layer_met1.png
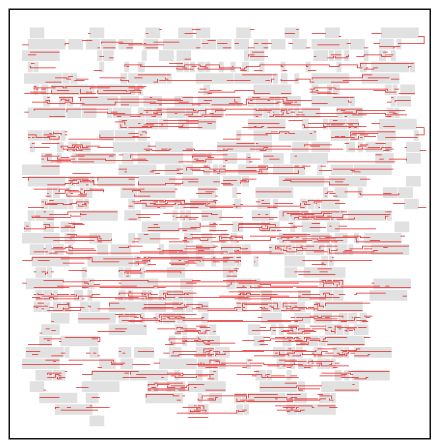
layer_met2.png
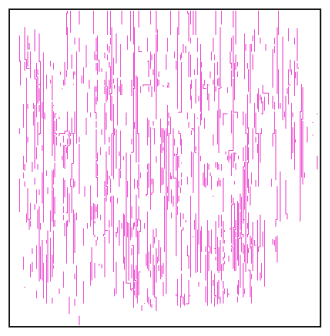
layer_met3.png
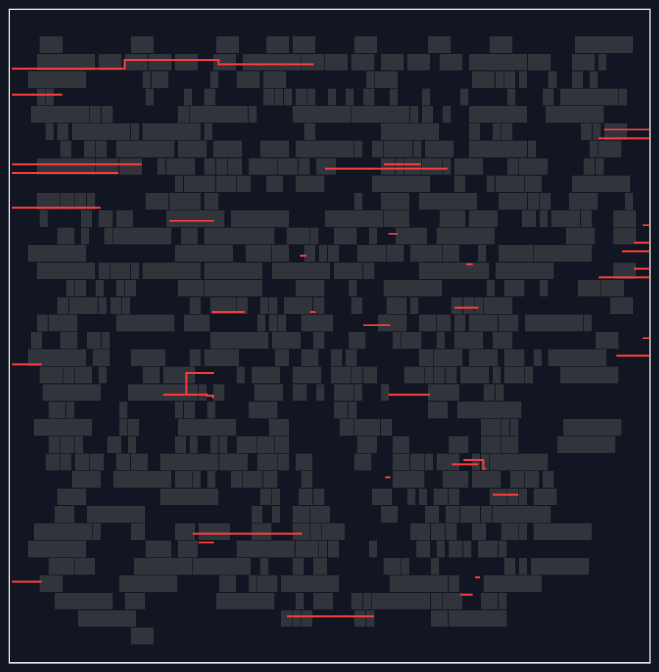
==> src/rtl/path_delay_monitor_if.sv <==
// Control/status bundle for path_delay_monitor. min_delay/jitter_alarm exist only when
// PATH_DELAY_MONITOR_MINMAX_EN is defined.
interface path_delay_monitor_if #(
  parameter int unsigned CNT_W = 16
);
  logic             start;
  logic [CNT_W-1:0] threshold;
  logic             busy;
  logic             done;
  logic [CNT_W-1:0] max_delay;
  logic             timeout;
  logic             alarm;
`ifdef PATH_DELAY_MONITOR_MINMAX_EN
  logic [CNT_W-1:0] min_delay;
  logic             jitter_alarm;

  modport master (
    output start, threshold,
    input  busy, done, max_delay, timeout, alarm, min_delay, jitter_alarm
  );
  modport slave (
    input  start, threshold,
    output busy, done, max_delay, timeout, alarm, min_delay, jitter_alarm
  );
`else
  modport master (
    output start, threshold,
    input  busy, done, max_delay, timeout, alarm
  );
  modport slave (
    input  start, threshold,
    output busy, done, max_delay, timeout, alarm
  );
`endif
endinterface

==> src/rtl/path_delay_monitor.sv <==
// Launches transitions into a delay chain and measures worst-case arrival latency over several
// trials. Optional min/jitter tracking is enabled by PATH_DELAY_MONITOR_MINMAX_EN.
module path_delay_monitor #(
  parameter int unsigned CNT_W      = 16,
  parameter int unsigned MAX_WAIT   = 1023,
  parameter int unsigned SETTLE_CYC = 8,
  parameter int unsigned NUM_TRIALS = 4
) (
  input  logic                 clk,
  input  logic                 rst,
  path_delay_monitor_if.slave  bus,
  input  logic                 path_out,
  output logic                 path_in
);

  localparam int unsigned SetW = (SETTLE_CYC > 1) ? $clog2(SETTLE_CYC) : 1;
  localparam logic [CNT_W-1:0] MaxWait = CNT_W'(MAX_WAIT);
  localparam logic [SetW-1:0]  SetLast = SetW'(SETTLE_CYC - 1);
  localparam logic [7:0]       Trials  = 8'(NUM_TRIALS);

  typedef enum logic [2:0] {StIdle, StSettle, StLaunch, StWait, StNext, StDone} state_e;

  state_e           state;
  logic             sync1, ps, baseline;
  logic [SetW-1:0]  settle_cnt;
  logic [7:0]       trials;
  logic [CNT_W-1:0] cnt, thr;
  logic [CNT_W-1:0] cnt_inc;

  assign cnt_inc = cnt + CNT_W'(1);

  // path_out is asynchronous to clk; only ps is ever looked at
  always_ff @(posedge clk or posedge rst) begin
    if (rst) begin
      sync1 <= 1'b0;
      ps    <= 1'b0;
    end else begin
      sync1 <= path_out;
      ps    <= sync1;
    end
  end

  always_ff @(posedge clk or posedge rst) begin
    if (rst) begin
      state         <= StIdle;
      path_in       <= 1'b0;
      baseline      <= 1'b0;
      settle_cnt    <= '0;
      trials        <= '0;
      cnt           <= '0;
      thr           <= '0;
      bus.busy      <= 1'b0;
      bus.done      <= 1'b0;
      bus.max_delay <= '0;
      bus.timeout   <= 1'b0;
      bus.alarm     <= 1'b0;
`ifdef PATH_DELAY_MONITOR_MINMAX_EN
      bus.min_delay    <= '0;
      bus.jitter_alarm <= 1'b0;
`endif
    end else begin
      bus.done <= 1'b0;
      unique case (state)
        StIdle: begin
          if (bus.start) begin
            thr           <= bus.threshold;
            bus.max_delay <= '0;
            bus.timeout   <= 1'b0;
            bus.alarm     <= 1'b0;
`ifdef PATH_DELAY_MONITOR_MINMAX_EN
            bus.min_delay    <= '1;
            bus.jitter_alarm <= 1'b0;
`endif
            trials     <= Trials;
            settle_cnt <= '0;
            bus.busy   <= 1'b1;
            state      <= StSettle;
          end
        end
        StSettle: begin
          settle_cnt <= settle_cnt + SetW'(1);
          if (settle_cnt == SetLast) begin
            baseline <= ps;
            state    <= StLaunch;
          end
        end
        StLaunch: begin
          path_in <= ~path_in;
          cnt     <= '0;
          state   <= StWait;
        end
        StWait: begin
          if (cnt != '1) cnt <= cnt_inc;
          // Arrival takes priority over the wait limit when both land in one cycle
          if (ps != baseline) begin
            if (cnt_inc > bus.max_delay) bus.max_delay <= cnt_inc;
`ifdef PATH_DELAY_MONITOR_MINMAX_EN
            if (cnt_inc < bus.min_delay) bus.min_delay <= cnt_inc;
`endif
            state <= StNext;
          end else if (cnt_inc == MaxWait) begin
            bus.timeout   <= 1'b1;
            bus.max_delay <= MaxWait;
`ifdef PATH_DELAY_MONITOR_MINMAX_EN
            if (MaxWait < bus.min_delay) bus.min_delay <= MaxWait;
`endif
            state <= StNext;
          end
        end
        StNext: begin
          trials <= trials - 8'd1;
          if (trials == 8'd1) begin
            state <= StDone;
          end else begin
            settle_cnt <= '0;
            state      <= StSettle;
          end
        end
        StDone: begin
          bus.alarm <= bus.timeout | (bus.max_delay > thr);
`ifdef PATH_DELAY_MONITOR_MINMAX_EN
          bus.jitter_alarm <= (bus.max_delay - bus.min_delay) > CNT_W'(2);
`endif
          bus.done <= 1'b1;
          bus.busy <= 1'b0;
          state    <= StIdle;
        end
        default: state <= StIdle;
      endcase
    end
  end

endmodule
==> src/flat_wrapper.sv <==
// flat-port wrapper written by rule: the top's interface ports become plain ports
module path_delay_monitor_flat 
#(
  parameter int unsigned CNT_W      = 16,
  parameter int unsigned MAX_WAIT   = 1023,
  parameter int unsigned SETTLE_CYC = 8,
  parameter int unsigned NUM_TRIALS = 4
)
  (clk, rst, path_out, path_in, bus_start, bus_threshold, bus_busy, bus_done, bus_max_delay, bus_timeout, bus_alarm);
  path_delay_monitor_if #(.CNT_W(CNT_W)) bus_i ();
  input  logic clk;
  input  logic rst;
  input  logic path_out;
  output logic path_in;
  input wire logic [$bits(bus_i.start)-1:0] bus_start;
  input wire logic [$bits(bus_i.threshold)-1:0] bus_threshold;
  output wire logic [$bits(bus_i.busy)-1:0] bus_busy;
  output wire logic [$bits(bus_i.done)-1:0] bus_done;
  output wire logic [$bits(bus_i.max_delay)-1:0] bus_max_delay;
  output wire logic [$bits(bus_i.timeout)-1:0] bus_timeout;
  output wire logic [$bits(bus_i.alarm)-1:0] bus_alarm;
  assign bus_i.start = bus_start;
  assign bus_i.threshold = bus_threshold;
  assign bus_busy = bus_i.busy;
  assign bus_done = bus_i.done;
  assign bus_max_delay = bus_i.max_delay;
  assign bus_timeout = bus_i.timeout;
  assign bus_alarm = bus_i.alarm;
  path_delay_monitor #(.CNT_W(CNT_W), .MAX_WAIT(MAX_WAIT), .SETTLE_CYC(SETTLE_CYC), .NUM_TRIALS(NUM_TRIALS)) u_core (.clk(clk), .rst(rst), .bus(bus_i), .path_out(path_out), .path_in(path_in));
endmodule
==> config.mk <==
export PLATFORM = sky130hd
export DESIGN_NAME = path_delay_monitor_flat
export DESIGN_NICKNAME = d
export VERILOG_FILES = /design/src/rtl/path_delay_monitor_if.sv /design/src/rtl/path_delay_monitor.sv /design/src/flat_wrapper.sv
export SDC_FILE = /design/constraint.sdc
export NUM_CORES = 1
export LEC_CHECK = 0
export CAP_MARGIN = 20
export CELL_PAD_IN_SITES_DETAIL_PLACEMENT = 0
export CELL_PAD_IN_SITES_GLOBAL_PLACEMENT = 1
export CORE_AREA = 2 2 98 100
export DETAILED_ROUTE_END_ITERATION = 16
export DIE_AREA = 0 0 100 102
export HOLD_SLACK_MARGIN = 0.03
export PLACE_DENSITY_LB_ADDON = 0.1
export SLEW_MARGIN = 20
export SYNTH_ARGS = -nofsm -noshare
export SYNTH_HDL_FRONTEND = slang
export SYNTH_SLANG_ARGS = --single-unit
==> constraint.sdc <==
create_clock -name clk -period 11.7 [get_ports clk]
set_input_delay 1.17 -clock clk [delete_from_list [all_inputs] [get_ports clk]]
set_output_delay 1.17 -clock clk [all_outputs]
set_load 0.05 [all_outputs]
==> results.cfg <==
; physical design summary
[floorplan]
coreArea_sq_um = 9110
die_x_microns = 100
initCoreUtil_pct = 46.8
n_tap_cell = 111
core.rowCount = 35
die-area_sq_um = 10200

[yosys]
syn_nets = 519
synth_area_sq_um = 4260
ys_sh_adder_pct = 11.2
mux_share_pct = 3.99
ys.flops = 70
synthXorXnorAreaFrac_pct = 3.93
yosys_cells = 461
synth.avg_cell_area_sq_um = 9.24
ys_seq_share_pct = 41.1
syn_inst = 461
synth-compound-area-share_pct = 15.4

[power]
p_seq_uw = 382
irDropWorstVdd_mv = 0.137
total_power_uw = 1100
top_power_group = combinational cells
p_sw_share_pct = 40.9
power_density_nw_per_um2 = 223
pg_comb_uw = 486
p_int_uw = 652
switching_power_uw = 452

[detailed_routing]
wl_per_cell_microns = 15.6
drcViolationCount = 0
routed_wl_microns = 9480

[final_layout]
dominant-cell-class = combinational gates
non_clock_inverter_count = 44
clkCellAreaFrac_pct = 4.80
fillers = 860
num-nets-final = 551
comb_share_pct = 45.0

[clocking]
ctsRootBufferMaster = clkbuf_8
insertion_delay_ns = 0.35
cts_tree = done
cts-resized-gates = 0
cts_sinks = 70
cts.htree.levels = 3

[critical_path]
crit_fanout = 16
crit_arrival_ns = 4.42
path_class = register to register
rr_endpoint = u_core.bus.max_delay[7]
critical_path_required_ns = 11.93

[sta]
fin_crit_ns = 4.19
hold_violations = 0
setup_tns_ns = 0
layout_setup_ws_ns = 7.51
clock_skew_ns = 0.0126

[global_routing]
grt_first_pass_wirelength_microns = 15800
overflow = 0
busiest_layer = met2
antenna_found_initial = 0

[min_path]
worstHoldStart = u_core.sync1
hold_depth = 0

[placed_design]
port_buffers = 40
place_hpwl_microns = 6910

[status]
status = completed
## Picture notes: layer_met1.png
wire length on this layer: 4460 microns
longest straight run: 41.9 microns
nets with wire on the layer: 501
main direction: horizontal
share of all routed wire: 47%

## Picture notes: layer_met2.png
nets with wire on the layer: 442
longest straight run: 54.7 microns
wire length on this layer: 4490 microns
share of all routed wire: 47%

## Picture notes: layer_met3.png
main direction: horizontal
share of all routed wire: 2.8%
wire length on this layer: 266 microns
nets with wire on the layer: 25

## cell usage in the layout, fill, tap and decap left out, drive strengths merged, types with 2 or more instances in the layout
master	instances
a21oi	19
a22o	4
clkbuf	11
dfrtp	70
bufinv	3
ha	38
o21a	6
o2bb2ai	7
a21o	3
xnor2	9
mux2i	5
nand3	15
xor2	8
nor4b	2
buf	4
nor2b	7
nand2	60
mux2	10
nand3b	4
nor4	6
o31ai	9
and4	2
a21boi	2
a211oi	2
nand4	8
and3	4
inv	45
a31oi	2
nand2b	3
o21ai	45
or4	4
nor3	8
nor2	17
a2111oi	2
clkdlybuf4s50	40
and2	5
## worst max-delay path, cell delays in order (launching register included)
cell and delay (ns):
dfrtp_1 0.50, ha_1 0.33, nand3_1 0.25, or4_4 0.54, nor2_1 0.15, xor2_1 0.26, ha_1 0.20, nand4_1 0.14
or4_1 0.56, a21oi_1 0.16, a2111oi_0 0.09, o21ai_0 0.21, and2_4 0.32, mux2_2 0.36
## cells in the mapped netlist (all sizes together)
cell type / number / area share (%)
dfrtp: 70 / 41
nand2: 60 / 5.3
o21ai: 45 / 5.4
inv: 44 / 3.9
ha: 38 / 11
a21oi: 19 / 2.2
nor2: 17 / 1.5
clkbuf: 15 / 1.4
nand3: 15 / 1.9
mux2: 10 / 2.8
o31ai: 9 / 1.6
xnor2: 9 / 2.3
buf: 8 / 1.6
nand4: 8 / 1.2
nor3: 8 / 0.94
xor2: 8 / 1.6
nor2b: 7 / 1.0
o2bb2ai: 7 / 1.4
nor4: 6 / 0.88
o21a: 6 / 1.1
and2: 5 / 0.79
mux2i: 5 / 1.2
a22o: 4 / 0.82
and3: 4 / 0.59
nand3b: 4 / 0.70
or4: 4 / 0.79
a21o: 3 / 0.53
nand2b: 3 / 0.44
a2111oi: 2 / 0.41
a211oi: 2 / 0.35
a21boi: 2 / 0.35
a31oi: 2 / 0.29
and4: 2 / 0.41
nor4b: 2 / 0.41
a221oi: 1 / 0.21
a22oi: 1 / 0.18
a311o: 1 / 0.23
and3b: 1 / 0.21
nand4bb: 1 / 0.26
o211ai: 1 / 0.18
o221ai: 1 / 0.21
or3: 1 / 0.15
## metal layers
layer	share of wire [%]	vias to the layer above
met3	2.8	18
met1	47	1560
met2	47	42
met4	2.7	0
li1	-	1674
met5	0	-
## state kept, by name, summed over array words and instances (netlist names), 3 cells and up
signal / cells
u_core.state: 3
u_core.trials: 8
u_core.cnt: 16
u_core.bus.max_delay: 16
u_core.thr: 16
u_core.settle_cnt: 3
## worst max path at each step
stage	startpoint	end	slack (ns)	cells past startpoint
2_1_floorplan	u_core.cnt[0]	u_core.bus.max_delay[0]	7.87	16
3_3_place_gp	u_core.cnt[0]	u_core.bus.max_delay[2]	7.73	13
3_5_place_dp	u_core.cnt[0]	u_core.bus.max_delay[1]	7.54	13
4_1_cts	u_core.cnt[0]	u_core.bus.max_delay[3]	7.52	13
5_1_grt	u_core.cnt[0]	u_core.bus.max_delay[8]	7.14	13
6_report	u_core.cnt[0]	u_core.bus.max_delay[7]	7.51	13
